==> src/rtl/fetch_stage_pkg.sv <==
`default_nettype none
// +--------------------------------------------------------------------+
// | fetch_stage_pkg : shared pipeline constants for the fetch stage    |
// | rev 1.0                                                            |
// +--------------------------------------------------------------------+
package fetch_stage_pkg;

  localparam int unsigned c_XLEN      = 64;
  localparam logic [31:0] c_NOP_INSTR = 32'h0000_0013;

  localparam logic [1:0] c_ST_IDLE  = 2'd0;
  localparam logic [1:0] c_ST_WAIT  = 2'd1;
  localparam logic [1:0] c_ST_HOLD  = 2'd2;
  localparam logic [1:0] c_ST_DRAIN = 2'd3;

  function automatic logic [4:0] f_rs1(input logic [31:0] instr);
    f_rs1 = instr[19:15];
  endfunction

  function automatic logic [4:0] f_rs2(input logic [31:0] instr);
    f_rs2 = instr[24:20];
  endfunction

endpackage
`default_nettype wire

==> src/rtl/fetch_stage_if.sv <==
`default_nettype none
// +--------------------------------------------------------------------+
// | fetch_stage_if : instruction-memory request/response channel       |
// | rev 1.0                                                            |
// +--------------------------------------------------------------------+
interface fetch_stage_if import fetch_stage_pkg::*; #(
  parameter int unsigned XLEN = c_XLEN
) ();

  logic            req;
  logic [XLEN-1:0] addr;
  logic            rvalid;
  logic [31:0]     rdata;

  modport master (output req, output addr, input rvalid, input rdata);
  modport slave  (input req, input addr, output rvalid, output rdata);

endinterface
`default_nettype wire

==> src/rtl/fetch_stage_ifid_reg.sv <==
`default_nettype none
// +--------------------------------------------------------------------+
// | fetch_stage_ifid_reg : IF/ID pipeline register, flush > hold > load |
// | rev 1.0                                                            |
// +--------------------------------------------------------------------+
module fetch_stage_ifid_reg import fetch_stage_pkg::*; #(
  parameter int unsigned XLEN      = c_XLEN,
  parameter logic [31:0] NOP_INSTR = c_NOP_INSTR
) (
  input  wire logic            clk,
  input  wire logic            rst_n,
  input  wire logic            flush_i,
  input  wire logic            hold_i,
  input  wire logic            load_i,
  input  wire logic [XLEN-1:0] pc_i,
  input  wire logic [31:0]     instr_i,
  output logic                 valid_o,
  output logic [XLEN-1:0]      pc_o,
  output logic [31:0]          instr_o,
  output logic [4:0]           rs1_o,
  output logic [4:0]           rs2_o
);

  logic            valid_q, valid_d;
  logic [XLEN-1:0] pc_q, pc_d;
  logic [31:0]     instr_q, instr_d;

  // A bubble keeps the last pc so downstream debug still sees where we were.
  always_comb begin
    valid_d = valid_q;
    pc_d    = pc_q;
    instr_d = instr_q;
    if (flush_i) begin
      valid_d = 1'b0;
      instr_d = NOP_INSTR;
    end else if (!hold_i) begin
      if (load_i) begin
        valid_d = 1'b1;
        pc_d    = pc_i;
        instr_d = instr_i;
      end else begin
        valid_d = 1'b0;
        instr_d = NOP_INSTR;
      end
    end
  end

  always_ff @(posedge clk or negedge rst_n) begin
    if (!rst_n) begin
      valid_q <= 1'b0;
      pc_q    <= '0;
      instr_q <= NOP_INSTR;
    end else begin
      valid_q <= valid_d;
      pc_q    <= pc_d;
      instr_q <= instr_d;
    end
  end

  assign valid_o = valid_q;
  assign pc_o    = pc_q;
  assign instr_o = instr_q;
  assign rs1_o   = f_rs1(instr_q);
  assign rs2_o   = f_rs2(instr_q);

endmodule
`default_nettype wire

==> src/rtl/fetch_stage.sv <==
`default_nettype none
// +--------------------------------------------------------------------+
// | fetch_stage : PC sequencing, imem handshake, skid buffer, IF/ID    |
// | rev 1.0                                                            |
// +--------------------------------------------------------------------+
module fetch_stage import fetch_stage_pkg::*; #(
  parameter int unsigned      XLEN      = c_XLEN,
  parameter logic [XLEN-1:0]  RESET_PC  = '0,
  parameter logic [31:0]      NOP_INSTR = c_NOP_INSTR
) (
  input  wire logic            clk,
  input  wire logic            rst_n,
  input  wire logic            stall_i,
  input  wire logic            redirect_i,
  input  wire logic [XLEN-1:0] redirect_pc_i,
  fetch_stage_if.master        imem,
  output logic                 ifid_valid_o,
  output logic [XLEN-1:0]      ifid_pc_o,
  output logic [31:0]          ifid_instr_o,
  output logic [4:0]           ifid_rs1_o,
  output logic [4:0]           ifid_rs2_o
);

  logic [1:0]      state_q, state_d;
  logic [XLEN-1:0] pc_q, pc_d;
  logic            skid_valid_q, skid_valid_d;
  logic [XLEN-1:0] skid_pc_q, skid_pc_d;
  logic [31:0]     skid_instr_q, skid_instr_d;
  logic            started_q;

  logic [XLEN-1:0] w_redirect_pc;
  logic [XLEN-1:0] w_pc_plus4;
  logic            w_ifid_load;
  logic [XLEN-1:0] w_ifid_pc;
  logic [31:0]     w_ifid_instr;

  assign w_redirect_pc = redirect_pc_i & ~XLEN'(3);
  assign w_pc_plus4    = pc_q + XLEN'(4);

  always_comb begin
    state_d      = state_q;
    pc_d         = pc_q;
    skid_valid_d = skid_valid_q;
    skid_pc_d    = skid_pc_q;
    skid_instr_d = skid_instr_q;
    w_ifid_load  = 1'b0;
    w_ifid_pc    = pc_q;
    w_ifid_instr = imem.rdata;

    case (state_q)
      c_ST_IDLE: begin
        if (redirect_i) pc_d = w_redirect_pc;
        // Hold off one extra edge after reset release before requesting.
        if (started_q) state_d = c_ST_WAIT;
      end
      c_ST_WAIT: begin
        if (redirect_i) begin
          pc_d    = w_redirect_pc;
          state_d = imem.rvalid ? c_ST_WAIT : c_ST_DRAIN;
        end else if (imem.rvalid) begin
          pc_d = w_pc_plus4;
          if (stall_i) begin
            skid_valid_d = 1'b1;
            skid_pc_d    = pc_q;
            skid_instr_d = imem.rdata;
            state_d      = c_ST_HOLD;
          end else begin
            w_ifid_load = 1'b1;
          end
        end
      end
      c_ST_HOLD: begin
        if (redirect_i) begin
          pc_d    = w_redirect_pc;
          state_d = c_ST_WAIT;
        end else if (!stall_i) begin
          w_ifid_load  = skid_valid_q;
          w_ifid_pc    = skid_pc_q;
          w_ifid_instr = skid_instr_q;
          skid_valid_d = 1'b0;
          state_d      = c_ST_WAIT;
        end
      end
      c_ST_DRAIN: begin
        // The in-flight response belongs to the abandoned path; drop it.
        if (redirect_i) pc_d = w_redirect_pc;
        if (imem.rvalid) state_d = c_ST_WAIT;
      end
      default: state_d = c_ST_IDLE;
    endcase

    if (redirect_i) skid_valid_d = 1'b0;
  end

  always_ff @(posedge clk or negedge rst_n) begin
    if (!rst_n) begin
      state_q      <= c_ST_IDLE;
      pc_q         <= RESET_PC;
      skid_valid_q <= 1'b0;
      skid_pc_q    <= '0;
      skid_instr_q <= NOP_INSTR;
      started_q    <= 1'b0;
    end else begin
      state_q      <= state_d;
      pc_q         <= pc_d;
      skid_valid_q <= skid_valid_d;
      skid_pc_q    <= skid_pc_d;
      skid_instr_q <= skid_instr_d;
      started_q    <= 1'b1;
    end
  end

  assign imem.req  = (state_q == c_ST_WAIT);
  assign imem.addr = pc_q;

  fetch_stage_ifid_reg #(
    .XLEN      (XLEN),
    .NOP_INSTR (NOP_INSTR)
  ) u_ifid_reg (
    .clk     (clk),
    .rst_n   (rst_n),
    .flush_i (redirect_i),
    .hold_i  (stall_i),
    .load_i  (w_ifid_load),
    .pc_i    (w_ifid_pc),
    .instr_i (w_ifid_instr),
    .valid_o (ifid_valid_o),
    .pc_o    (ifid_pc_o),
    .instr_o (ifid_instr_o),
    .rs1_o   (ifid_rs1_o),
    .rs2_o   (ifid_rs2_o)
  );

endmodule
`default_nettype wire

==> src/flat_wrapper.sv <==
// flat-port wrapper written by rule: the top's interface ports become plain ports
module fetch_stage_flat import fetch_stage_pkg::*;
#(
  parameter int unsigned      XLEN      = c_XLEN,
  parameter logic [XLEN-1:0]  RESET_PC  = '0,
  parameter logic [31:0]      NOP_INSTR = c_NOP_INSTR
)
  (clk, rst_n, stall_i, redirect_i, redirect_pc_i, ifid_valid_o, ifid_pc_o, ifid_instr_o, ifid_rs1_o, ifid_rs2_o, imem_req, imem_addr, imem_rvalid, imem_rdata);
  fetch_stage_if #(.XLEN(XLEN)) imem_i ();
  input  wire logic clk;
  input  wire logic rst_n;
  input  wire logic stall_i;
  input  wire logic redirect_i;
  input  wire logic [XLEN-1:0] redirect_pc_i;
  output logic ifid_valid_o;
  output logic [XLEN-1:0] ifid_pc_o;
  output logic [31:0] ifid_instr_o;
  output logic [4:0] ifid_rs1_o;
  output logic [4:0] ifid_rs2_o;
  output wire logic [$bits(imem_i.req)-1:0] imem_req;
  output wire logic [$bits(imem_i.addr)-1:0] imem_addr;
  input wire logic [$bits(imem_i.rvalid)-1:0] imem_rvalid;
  input wire logic [$bits(imem_i.rdata)-1:0] imem_rdata;
  assign imem_req = imem_i.req;
  assign imem_addr = imem_i.addr;
  assign imem_i.rvalid = imem_rvalid;
  assign imem_i.rdata = imem_rdata;
  fetch_stage #(.XLEN(XLEN), .RESET_PC(RESET_PC), .NOP_INSTR(NOP_INSTR)) u_core (.clk(clk), .rst_n(rst_n), .stall_i(stall_i), .redirect_i(redirect_i), .redirect_pc_i(redirect_pc_i), .imem(imem_i), .ifid_valid_o(ifid_valid_o), .ifid_pc_o(ifid_pc_o), .ifid_instr_o(ifid_instr_o), .ifid_rs1_o(ifid_rs1_o), .ifid_rs2_o(ifid_rs2_o));
endmodule
==> config.mk <==
export PLATFORM = sky130hd
export DESIGN_NAME = fetch_stage_flat
export DESIGN_NICKNAME = d
export VERILOG_FILES = /design/src/rtl/fetch_stage_pkg.sv /design/src/rtl/fetch_stage_if.sv /design/src/rtl/fetch_stage_ifid_reg.sv /design/src/rtl/fetch_stage.sv /design/src/flat_wrapper.sv
export SDC_FILE = /design/constraint.sdc
export NUM_CORES = 1
export LEC_CHECK = 0
export ABC_CLOCK_PERIOD_IN_PS = 3000
export CELL_PAD_IN_SITES_DETAIL_PLACEMENT = 0
export CELL_PAD_IN_SITES_GLOBAL_PLACEMENT = 1
export CORE_MARGIN = 2
export CORE_UTILIZATION = 40
export CTS_BUF_LIST = sky130_fd_sc_hd__clkbuf_2
export CTS_CLUSTER_DIAMETER = 120
export DETAILED_ROUTE_END_ITERATION = 7
export PLACE_DENSITY = 0.84
export SKIP_CTS_REPAIR_TIMING = 1
export SLEW_MARGIN = 20
export SYNTH_ARGS = -nofsm -noshare
export SYNTH_HDL_FRONTEND = slang
export SYNTH_HIERARCHICAL = 1
export SYNTH_SLANG_ARGS = --single-unit
==> constraint.sdc <==
create_clock -name clk -period 3 [get_ports clk]
set_input_delay 0.75 -clock clk [delete_from_list [all_inputs] [get_ports clk]]
set_output_delay 0.75 -clock clk [all_outputs]
set_load 0.005 [all_outputs]
==> metrics.log <==
[report] extracting results
INFO  metric status = finished clean
INFO  metric max-cap-violations = 0
INFO  metric layout.cells.most_common = clkdlybuf4s50_1
INFO  metric crit_path_cell_trace = clkdlybuf4s50_1
INFO  metric clkPwrFrac = 0.232
INFO  metric routed_via_density = approximately 5.3
INFO  metric insertion_delay = 850 ps
INFO  metric detailedPlace.worstSlack = -120 ps
INFO  metric total_clock_sinks = around 260
INFO  metric highest-signal-layer = met5
INFO  metric compound_area_frac = 0.0676
INFO  metric synth.top_cells.by_area = dfrtp_1, mux2_2, mux2_4, nand2_1, o21ai_0
INFO  metric switching_power = 3.29 mW
INFO  metric sequential_cell_total = about 260
INFO  metric critical_path.endpoint_type = primary output
INFO  metric die_height = about 180 um
INFO  metric flop_cell = dfrtp_1
INFO  metric met2WireLength = between 15000 and 20000 um
INFO  metric post-route-drc-count = 0
INFO  metric tritoncts.num_buffers = about 73
INFO  metric critical_path_required = roughly 2300 ps
INFO  metric n_all_inverters = 17
INFO  metric min-delay-start = redirect_i
INFO  metric timing.hold.worst.class = in -> reg
INFO  metric gr-max-usage-layer = met2
INFO  metric timing.critical_path.max_delay_family = buffers and inverters
INFO  metric die_x = between 150 and 200 um
INFO  metric worst_clock_skew = ~70 ps
INFO  metric finalNetCount = between 1500 and 2000
INFO  metric power.static_leakage = roughly 7.1 nW
INFO  metric global_route.usage.total = 0.221
INFO  metric period_used_share = 0.922
INFO  metric crit-reg2reg-launch = u_core/imem.addr[10]$_DFFE_PN0P_
INFO  metric fraction_of_layout_instances_using_a_drive_strength_above_1 = 0.279
INFO  metric synth-warning-count = 6
INFO  metric cp_slowest_stage_delay = around 600 ps
INFO  metric r2r_setup_slack = slightly below 300 ps
INFO  metric dp.cells = around 1800
INFO  metric pin_count = between 200 and 300
INFO  metric warnings = 31
INFO  metric power-per-cell-area = around 640 mW/mm2
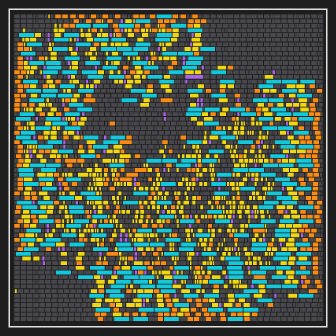
**Above:** cell classes on the final placement.
Fill, decap, tap and diode cells in grey.
all other logic -> yellow  # cells 802, share of their area 37%
other buffers and delay cells -> orange  # cells 339, share of their area 20%
clock drivers and dummy loads -> purple  # cells 117, share of their area 3.6%
flops -> cyan  # cells 259, share of their area 39%
number of core rows: 66
utilization after layout: 0.528

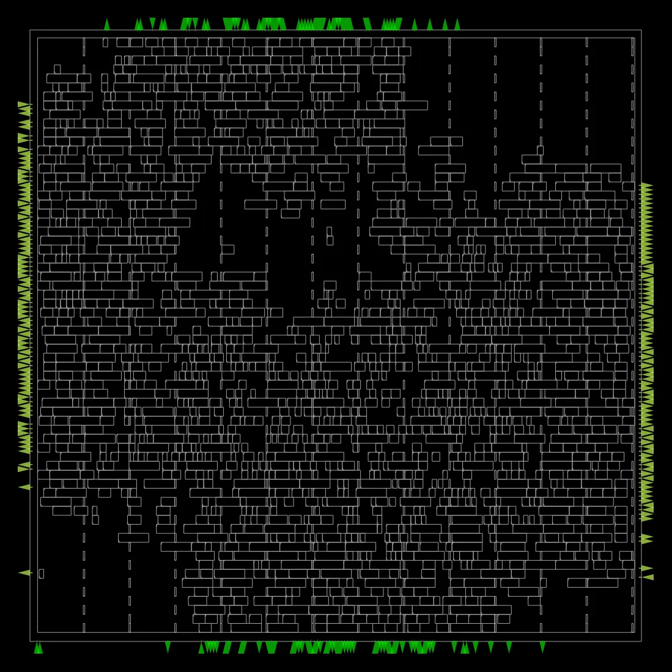
**Above:** placement view.
total of fill cells in the finished design: 3005
sequential share of cell area: 0.380
non-filler instance count after layout: 1962

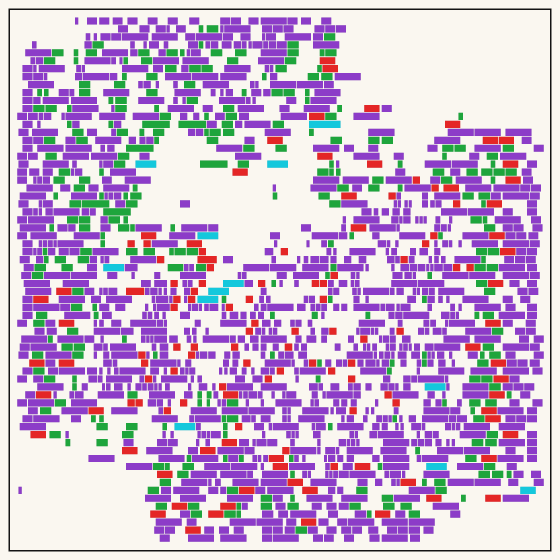
**Above:** sizing map.
drive 1 or less -> purple  # cells 1094, share 72%, most used clkdlybuf4s50_1
drive 6 and up -> cyan  # cells 12, share 0.79%, most used buf_12
drive 2 -> green  # cells 288, share 19%, most used mux2_2
drive 3 to 4 -> red  # cells 123, share 8.1%, most used buf_4
worst path setup slack after routing: 233 ps
signed area change from the synthesized netlist to the final layout: 30.9%
count of non-CTS buffers in the layout: 339
Post-Layout Inst Area: 0.0171 mm2

No activity file was given, so power comes from the tool's default toggle rates.
